Design regfile_wb_ctrl, sky130hd; sources not shown.
==> images/placed.png <==
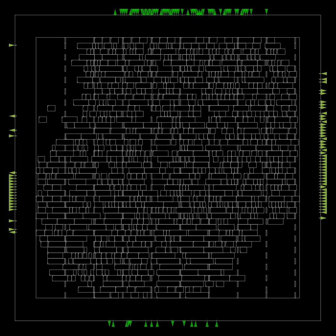
core outline area: 0.0158 mm^2
final core occ: 0.651
Std-Cell Rows: 46
number of cells in the finished layout apart from fillers: 1240

==> images/class_map.png <==
Scale bar: 50 um. Fill, decap, tap and diode cells in grey.
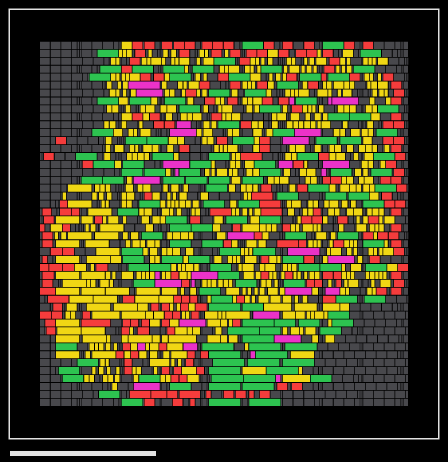
remaining logic cells -> yellow  # cells 653
clock drivers and dummy loads -> magenta  # cells 32
remaining buffers and delay cells -> red  # cells 202
registers -> green  # cells 137
area of all placed cells without fillers: 0.0103 mm^2
share of cell area taken by flip-flops and latches: 0.286

==> images/m4.png <==
Scale bar: 50 um.
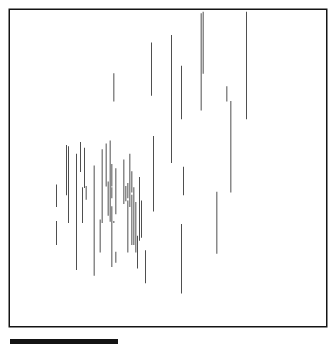
nets with wire on the layer = 33
longest straight run = 59.2 um
share of all routed wire = 4.3%
wire length on this layer = 1070 um
main direction = vertical
total via count in the routed design: 7512
total routed wirelength: 24900 um

==> images/gates.png <==
Scale bar: 50 um.
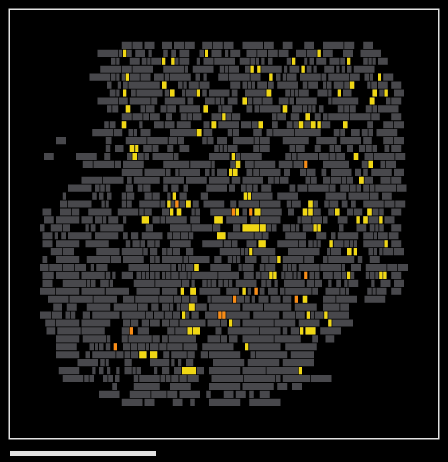
inv cells -> orange  # cells 12
nor cells -> yellow  # cells 103
combinational share of cell area: 0.434
top logic cell by instance count in the layout: dfxtp_1

==> images/layers.png <==
Scale bar: 50 um.
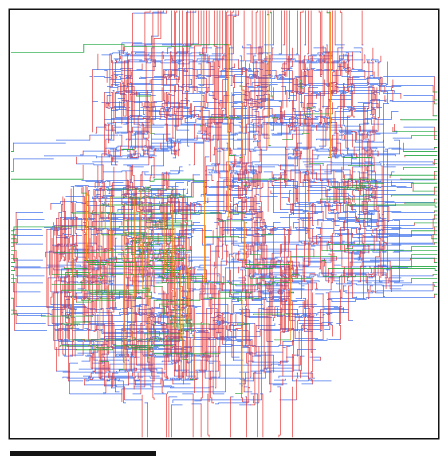
M1 -> blue  # wire length 10100 um
M3 -> green  # wire length 1860 um
M4 -> orange  # wire length 1070 um
M2 -> red  # wire length 11800 um
overall global routing resource usage: 0.234
routed length per instance: 20.1 um

==> impl_metrics.toml <==
# physical design summary
[outcome]
outcome = "finished with violations"
failed_checks = "setup timing"

[place]
placed_cell_area_mm2 = 0.00953

[grt]
busiest_layer = "met2"
grt_pass1_wl_um = 39900
grt_max_degree = 68

[logic_synthesis]
synth-simple-area-share = 0.220
syn_avg_cell_area_um2 = 8.89
top_area_frac = 0.304
ys_warn_count = 0
summed_instance_area_of_the_synthesized_netlist_mm2 = 0.00772
seq_area_frac_synth = 0.381
synth.cellmix.xorXnorShare = 0.0101
ys_sh_aoi = 0.152
count_of_cell_types_in_the_netlist = 52

[final_timing]
rsz0062_at_grt = "true"
hold_slack_ps = 453
setup_slack_ps = -107
report.final.setup_viol = 1
layout_worst_path_cycle_share = 1.03
hold_viol = 0

[floorplanning]
die_w_um = 147

[power]
ir_drop_v = 0.000461
power.static_leakage_nw = 3.66
combinationalPower_mw = 1.85

[detailed_routing]
met3_wirelength_um = 1860
initialDrtViolationCount = 787
drt_antenna_net_count = 0
drt_drc_violations_left = 0
drt_first_pass_iters = 5

[job]
warnings = 31
cap_viol_max_count = 0

[clocking]
postCtsResizedCells = 47
cts_made_buffers = 17
cts-htree-levels = 4

[critical_path]
timing_worst_setup_path_type = "input port to output pin"
worstPathMaxFanout = 7

[finish]
diodes = 0
-- worst max-delay path, cell delays in order --
cell	delay (ps)
buf_6	70
buf_6	120
mux4_2	510
mux4_2	500
mux2i_4	190
o2111ai_4	130
buf_6	180
-- per-stage QoR --
step                      worst slack, ps   util  total power, mW
after floorplan                      1.95      -             3.30
after global placement               -620  0.602             3.91
after detailed placement             -639  0.602             3.94
after CTS                            -145  0.649             5.89
after global routing                 -162  0.651             6.13
final                                -107  0.651             5.87
-- layout make-up --
class | instances | area [um^2] | area share
flip-flops and latches | 137 | 2940 | 0.286
clock buffers | 24 | 492 | 0.0477
multi-input cells | 641 | 4480 | 0.434
clock inverters | 8 | 92.6 | 0.00898
inverters | 12 | 45.0 | 0.00437
well taps | 216 | 270 | 0.0262
repair buffers | 202 | 1990 | 0.193
Power and IR drop assume default switching activity.
